**config.mk**
```make
export PLATFORM = sky130hd
export DESIGN_NAME = rect_sched
export DESIGN_NICKNAME = d
export VERILOG_FILES = /design/src/rtl/rect_pkg.sv /design/src/rtl/rect_sched_rr_arbiter.sv /design/src/rtl/rect_sched.sv
export SDC_FILE = /design/constraint.sdc
export NUM_CORES = 1
export LEC_CHECK = 0
export CORE_MARGIN = 1
export CORE_UTILIZATION = 39
export CTS_CLUSTER_DIAMETER = 50
export CTS_CLUSTER_SIZE = 8
export DETAILED_ROUTE_END_ITERATION = 10
export HOLD_SLACK_MARGIN = 0.02
export PLACE_DENSITY = 0.77
export REMOVE_ABC_BUFFERS = 1
export SLEW_MARGIN = 25
export SYNTH_ARGS = -nofsm -noshare
export SYNTH_HDL_FRONTEND = slang
export SYNTH_SLANG_ARGS = --single-unit
```
**constraint.sdc**
```tcl
create_clock -name clk -period 4.2 [get_ports clk]
set_clock_uncertainty 0.15 [all_clocks]
set_input_delay 0.63 -clock clk [delete_from_list [all_inputs] [get_ports clk]]
set_output_delay 0.63 -clock clk [all_outputs]
set_load 0.01 [all_outputs]
```
**src/rtl/rect_pkg.sv**
```systemverilog
// Shared encodings and default geometry for the rectangle-fill scheduler.
package rect_pkg;

  typedef enum logic [1:0] {
    S_IDLE  = 2'd0,
    S_GRANT = 2'd1,
    S_DRAW  = 2'd2,
    S_DONE  = 2'd3
  } state_e;

  localparam int DEF_N_REQ    = 4;
  localparam int DEF_XW       = 8;
  localparam int DEF_YW       = 7;
  localparam int DEF_CW       = 3;
  localparam int DEF_SCREEN_W = 160;
  localparam int DEF_SCREEN_H = 120;

  // Index width that stays legal for a single requester.
  function automatic int idx_width(input int n);
    return (n > 1) ? $clog2(n) : 1;
  endfunction

endpackage

```
**src/rtl/rect_sched_rr_arbiter.sv**
```systemverilog
// Round-robin picker: first asserted request after last_grant, wrapping modulo N_REQ.
module rr_arbiter #(
  parameter int N_REQ = 4,
  parameter int IW    = 2
) (
  input  logic [N_REQ-1:0] req,
  input  logic [IW-1:0]    last_grant,
  output logic [N_REQ-1:0] grant,
  output logic [IW-1:0]    grant_idx,
  output logic             any_grant
);

  int            cand;
  logic [IW-1:0] cand_idx;

  always_comb begin
    grant     = '0;
    grant_idx = '0;
    any_grant = 1'b0;
    cand      = 0;
    cand_idx  = '0;
    for (int k = 1; k <= N_REQ; k++) begin
      cand     = (int'(last_grant) + k) % N_REQ;
      cand_idx = IW'(cand);
      if (!any_grant && req[cand_idx]) begin
        any_grant       = 1'b1;
        grant_idx       = cand_idx;
        grant[cand_idx] = 1'b1;
      end
    end
  end

endmodule

```
**src/rtl/rect_sched.sv**
```systemverilog
// Arbitrates rectangle-fill requests and walks the granted rectangle one pixel
// per cycle in row-major order, clipping pixels that fall off screen.
module rect_sched
  import rect_pkg::*;
#(
  parameter int N_REQ    = DEF_N_REQ,
  parameter int XW       = DEF_XW,
  parameter int YW       = DEF_YW,
  parameter int CW       = DEF_CW,
  parameter int SCREEN_W = DEF_SCREEN_W,
  parameter int SCREEN_H = DEF_SCREEN_H
) (
  input  logic                clk,
  input  logic                resetn,
  input  logic [N_REQ-1:0]    req,
  input  logic [N_REQ*XW-1:0] req_x,
  input  logic [N_REQ*YW-1:0] req_y,
  input  logic [N_REQ*XW-1:0] req_w,
  input  logic [N_REQ*YW-1:0] req_h,
  input  logic [N_REQ*CW-1:0] req_colour,
  output logic [N_REQ-1:0]    ack,
  output logic                busy,
  output logic [XW-1:0]       vga_x,
  output logic [YW-1:0]       vga_y,
  output logic [CW-1:0]       vga_colour,
  output logic                vga_plot
);

  localparam int IW = idx_width(N_REQ);
  localparam logic [XW:0] SCR_W = (XW+1)'(SCREEN_W);
  localparam logic [YW:0] SCR_H = (YW+1)'(SCREEN_H);

  state_e           state_q, state_d;
  logic [IW-1:0]    last_q, last_d;
  logic [IW-1:0]    gnt_q, gnt_d;
  logic [N_REQ-1:0] gnt_oh_q, gnt_oh_d;
  logic [XW-1:0]    x_q, x_d, w_q, w_d, dx_q, dx_d;
  logic [YW-1:0]    y_q, y_d, h_q, h_d, dy_q, dy_d;
  logic [CW-1:0]    colour_q, colour_d;

  logic [N_REQ-1:0] arb_grant;
  logic [IW-1:0]    arb_idx;
  logic             arb_any;

  logic [XW-1:0]    sel_x, sel_w;
  logic [YW-1:0]    sel_y, sel_h;
  logic [CW-1:0]    sel_colour;

  logic [XW:0]      sum_x;
  logic [YW:0]      sum_y;
  logic             drawing, on_screen, last_col, last_row;

  rr_arbiter #(.N_REQ(N_REQ), .IW(IW)) u_arb (
    .req        (req),
    .last_grant (last_q),
    .grant      (arb_grant),
    .grant_idx  (arb_idx),
    .any_grant  (arb_any)
  );

  always_comb begin
    sel_x      = '0;
    sel_y      = '0;
    sel_w      = '0;
    sel_h      = '0;
    sel_colour = '0;
    for (int i = 0; i < N_REQ; i++) begin
      if (arb_grant[i]) begin
        sel_x      = req_x[i*XW +: XW];
        sel_y      = req_y[i*YW +: YW];
        sel_w      = req_w[i*XW +: XW];
        sel_h      = req_h[i*YW +: YW];
        sel_colour = req_colour[i*CW +: CW];
      end
    end
  end

  // One extra bit so rectangles that run past the edge are clipped, not wrapped.
  assign sum_x     = {1'b0, x_q} + {1'b0, dx_q};
  assign sum_y     = {1'b0, y_q} + {1'b0, dy_q};
  assign drawing   = (state_q == S_DRAW);
  assign on_screen = (sum_x < SCR_W) && (sum_y < SCR_H);
  assign last_col  = (dx_q == w_q - XW'(1));
  assign last_row  = (dy_q == h_q - YW'(1));

  always_comb begin
    state_d  = state_q;
    last_d   = last_q;
    gnt_d    = gnt_q;
    gnt_oh_d = gnt_oh_q;
    x_d      = x_q;
    y_d      = y_q;
    w_d      = w_q;
    h_d      = h_q;
    colour_d = colour_q;
    dx_d     = dx_q;
    dy_d     = dy_q;
    case (state_q)
      S_IDLE: begin
        if (arb_any) begin
          state_d  = S_GRANT;
          gnt_d    = arb_idx;
          gnt_oh_d = arb_grant;
          x_d      = sel_x;
          y_d      = sel_y;
          w_d      = sel_w;
          h_d      = sel_h;
          colour_d = sel_colour;
          dx_d     = '0;
          dy_d     = '0;
        end
      end
      S_GRANT: begin
        state_d = (w_q == '0 || h_q == '0) ? S_DONE : S_DRAW;
      end
      S_DRAW: begin
        if (last_col) begin
          dx_d = '0;
          if (last_row) state_d = S_DONE;
          else          dy_d    = dy_q + YW'(1);
        end else begin
          dx_d = dx_q + XW'(1);
        end
      end
      S_DONE: begin
        last_d  = gnt_q;
        state_d = S_IDLE;
      end
      default: state_d = S_IDLE;
    endcase
  end

  always_ff @(posedge clk or negedge resetn) begin
    if (!resetn) begin
      state_q  <= S_IDLE;
      last_q   <= IW'(N_REQ-1);
      gnt_q    <= '0;
      gnt_oh_q <= '0;
      x_q      <= '0;
      y_q      <= '0;
      w_q      <= '0;
      h_q      <= '0;
      colour_q <= '0;
      dx_q     <= '0;
      dy_q     <= '0;
    end else begin
      state_q  <= state_d;
      last_q   <= last_d;
      gnt_q    <= gnt_d;
      gnt_oh_q <= gnt_oh_d;
      x_q      <= x_d;
      y_q      <= y_d;
      w_q      <= w_d;
      h_q      <= h_d;
      colour_q <= colour_d;
      dx_q     <= dx_d;
      dy_q     <= dy_d;
    end
  end

  // Outputs decode straight off the state register so reset silences them at once.
  assign busy       = (state_q != S_IDLE);
  assign ack        = (state_q == S_DONE) ? gnt_oh_q : '0;
  assign vga_x      = drawing ? sum_x[XW-1:0] : '0;
  assign vga_y      = drawing ? sum_y[YW-1:0] : '0;
  assign vga_colour = drawing ? colour_q : '0;
  assign vga_plot   = drawing && on_screen;

endmodule

```
==> flow_summary.json <==
{
  "synthFlopType": "dfrtp_1",
  "yosys_warnings": 0,
  "path_cells": "ha_1, inv_1, fa_1, nor2b_1, o21a_1, o21a_1, o21ai_0, nor2b_1, xor2_1, nor2_1, clkdlybuf4s50_1",
  "ir_drop_mv": 0.404,
  "warning_count": 36,
  "power_leader": "combinational cells",
  "dominant_cells": "multi-input combinational cells",
  "drtAntennaViolNets": 0,
  "viasPerCell": 5.79,
  "yosys.area.top_type": "dfrtp_1",
  "layout-drive-gt1-share": 0.106,
  "dp.cells": 902,
  "vias": 5311,
  "drv_cap": 0,
  "signal_buffers": 176,
  "synth_stat.cells": 597,
  "die_w_um": 116,
  "cts-buffers-inserted": 9,
  "routedWlPerCell_um": 17.9,
  "cp.required_ns": 3.42,
  "top_cells_by_area": "dfrtp_1 (27%), a221oi_2 (8.8%), ha_1 (7.8%)",
  "cts_hold_buf": 0,
  "num_rows": 41,
  "status": "finished clean",
  "setup_tns_ns": 0,
  "nWellTaps": 172,
  "synth.area.mux_share": 0.0191,
  "critical_path_depth": 11,
  "drc_errors": 0,
  "common_cells": "dfrtp_1 (56), o21ai_0 (55), nor2_1 (53)",
  "worstSetupPathType": "flop to output port",
  "cpLargestDelayFamily": "buffers and inverters",
  "worstSetupEndpoint": "vga_y[6]",
  "maxSlewViolCount": 0,
  "synth-xor-area-share": 0.0446,
  "cts_buffer_depth": 2,
  "r2r_end": "x_q[0]",
  "dp_hpwl_um": 11700,
  "fin_nets": 913,
  "core_um2": 12700,
  "die-area_um2": 13600,
  "logic_family": "AND-OR/OR-AND gates",
  "die-height_um": 116,
  "clock-root-buffer": "clkbuf_16",
  "fin_ws_ns": 0.417,
  "crit_start": "dy_q[0]",
  "cts.clk_slew.worst_paths_ns": 0.06,
  "syn_area_um2": 5110,
  "synth.cellmix.compoundShare": 0.333,
  "fillers": 1135,
  "worstSetupEndpointType": "output port",
  "cts_htree_levels": 3,
  "top_cell_area_share": 0.274,
  "antenna_found_initial": 1,
  "numSynthFlops": 58,
  "tightest_slew_ns": 0.823,
  "period_used_share": 0.901,
  "fmax_mhz": 264,
  "area_delta_synth_final_pct": 40.1,
  "powerClk_mw": 0.708,
  "grt_max_degree": 37,
  "grt_first_pass_wirelength_um": 25600,
  "slew-limit-headroom": 0.451,
  "grt_busiest_layer": "met2",
  "synth_cell_types": 70,
  "p_seq_mw": 1.08,
  "antenna_cells": 0,
  "synth_cells": 597,
  "crit_arrival_ns": 3.00,
  "async_flop_share": 1.00,
  "regArea_um2": 1460,
  "synth-edff-count": 0,
  "regToRegStartpoint": "last_q[0]",
  "cts_setup_buffers": 0,
  "whs_ns": 0.239,
  "logic_area_um2": 3380,
  "gp_congestion": 0.883
}
[repair_timing]
| item | 4_1_cts | 5_1_grt |
|---|---|---|
| gates resized | 3 | 2 |
| setup endpoints to repair | 1 | 1 |
| hold endpoints to repair | 0 | 0 |
[per-layer routing]
metal  wire length (um)  part of all wire
met2               7830              0.48
met5                 13           0.00079
met4                283             0.017
met1               6990              0.42
met3               1330             0.081
[worst min-delay path by stage]
stage	from	end	slack [ns]	depth (start not counted)
2_1_floorplan	resetn	colour_q[0]	0.18	0
3_3_place_gp	gnt_oh_q[1]	gnt_oh_q[1]	0.31	2
3_5_place_dp	gnt_q[1]	gnt_q[1]	0.31	2
4_1_cts	resetn	y_q[1]	0.27	1
5_1_grt	resetn	y_q[5]	0.31	1
6_report	resetn	y_q[1]	0.24	1
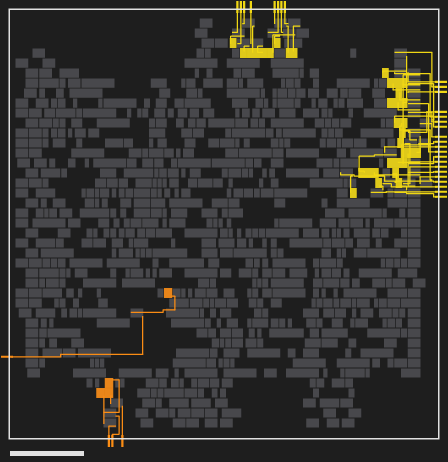
(images/port_nets.png)
Scale bar: 20 um.
legend:
  yellow:
    port: `req_y`
    bits: 28
    direction: input
    end_cells: 21
    buffers: 28
    wire: 579 um
  orange:
    port: `ack`
    bits: 4
    direction: output
    end_cells: 4
    buffers: 4
    wire: 110 um
I/O pins: 162
Buffers on Ports: 161

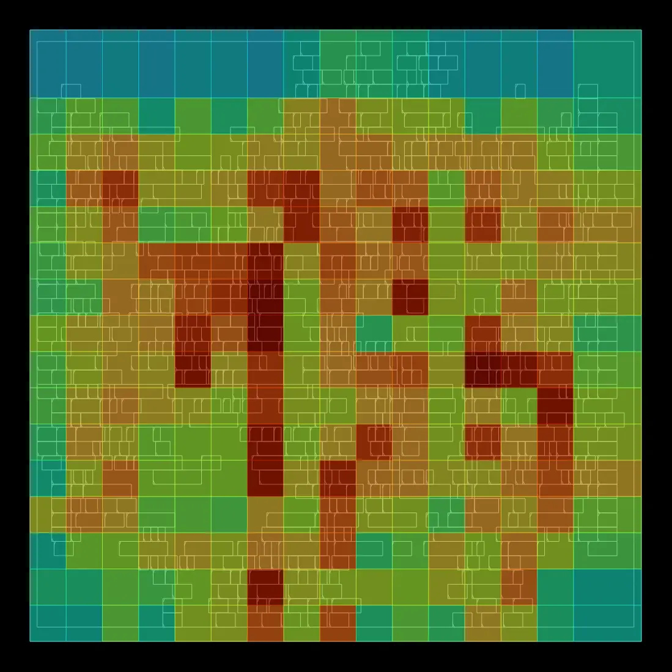
(images/final_congestion.png)
GRT met3 Usage: 0.0597
met1 GRT Util: 0.294
met2 Usage GRT: 0.429
Core Util, Final: 0.565

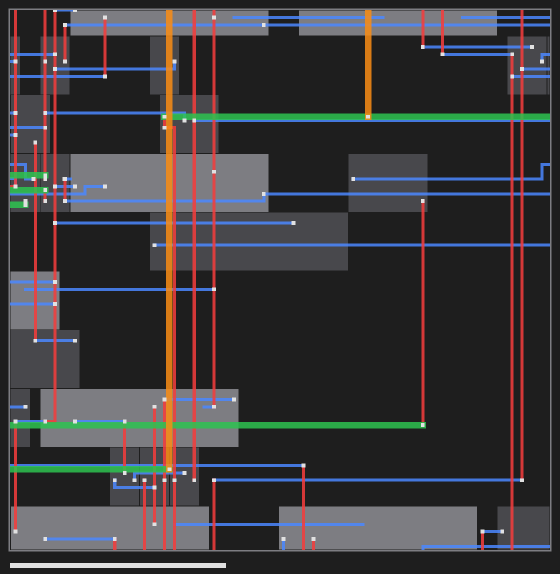
(images/zoom.png)
Scale bar: 10 um. Window x 17 to 42, y 17 to 42 um. Cells in grey, sequential cells in the stronger grey; small squares are vias.
legend:
  red:
    layer: met2
  green:
    layer: met3
  blue:
    layer: met1
  orange:
    layer: met4
cells with their middle in the window: 18
netlist names of flops here include: `gnt_oh_q` (3), `w_q` (1)
sequential cells in the window: 4
most frequent: dfrtp_1 (4), nand2_1 (3), clkdlybuf4s50_1 (3)

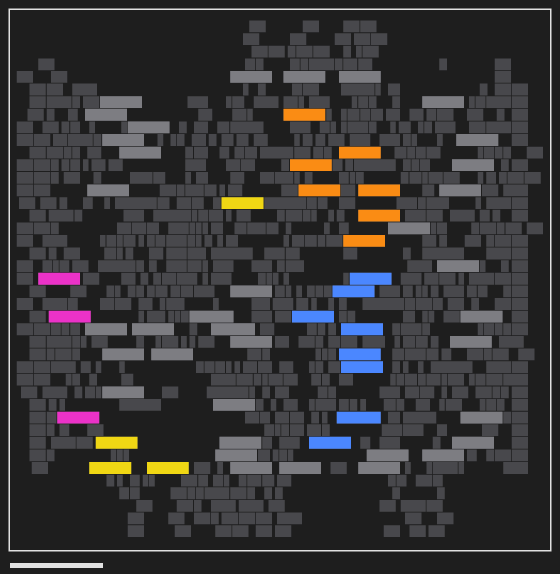
(images/registers.png)
Scale bar: 20 um. Other sequential cells in the stronger grey, the rest of the logic in the fainter grey.
legend:
  magenta:
    name_in_the_netlist: `colour_q`
    sequential_cells: 3
  yellow:
    name_in_the_netlist: `gnt_oh_q`
    sequential_cells: 4
    where: lower left
  blue:
    name_in_the_netlist: `dx_q`
    sequential_cells: 8
  orange:
    name_in_the_netlist: `dy_q`
    sequential_cells: 7

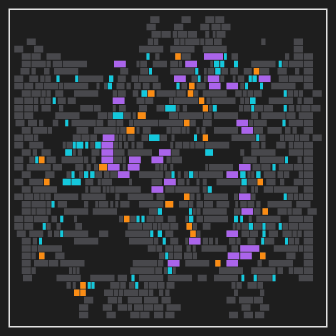
(images/gate_families.png)
legend:
  cyan:
    family: NOR gates
    cells: 84
  orange:
    family: AND and OR gates
    cells: 27
  purple:
    family: adder and majority cells
    cells: 34
Comb area share: 0.472
Top cell excl fill/tap: clkdlybuf4s50_1
Final Non-Filler Cells: 918

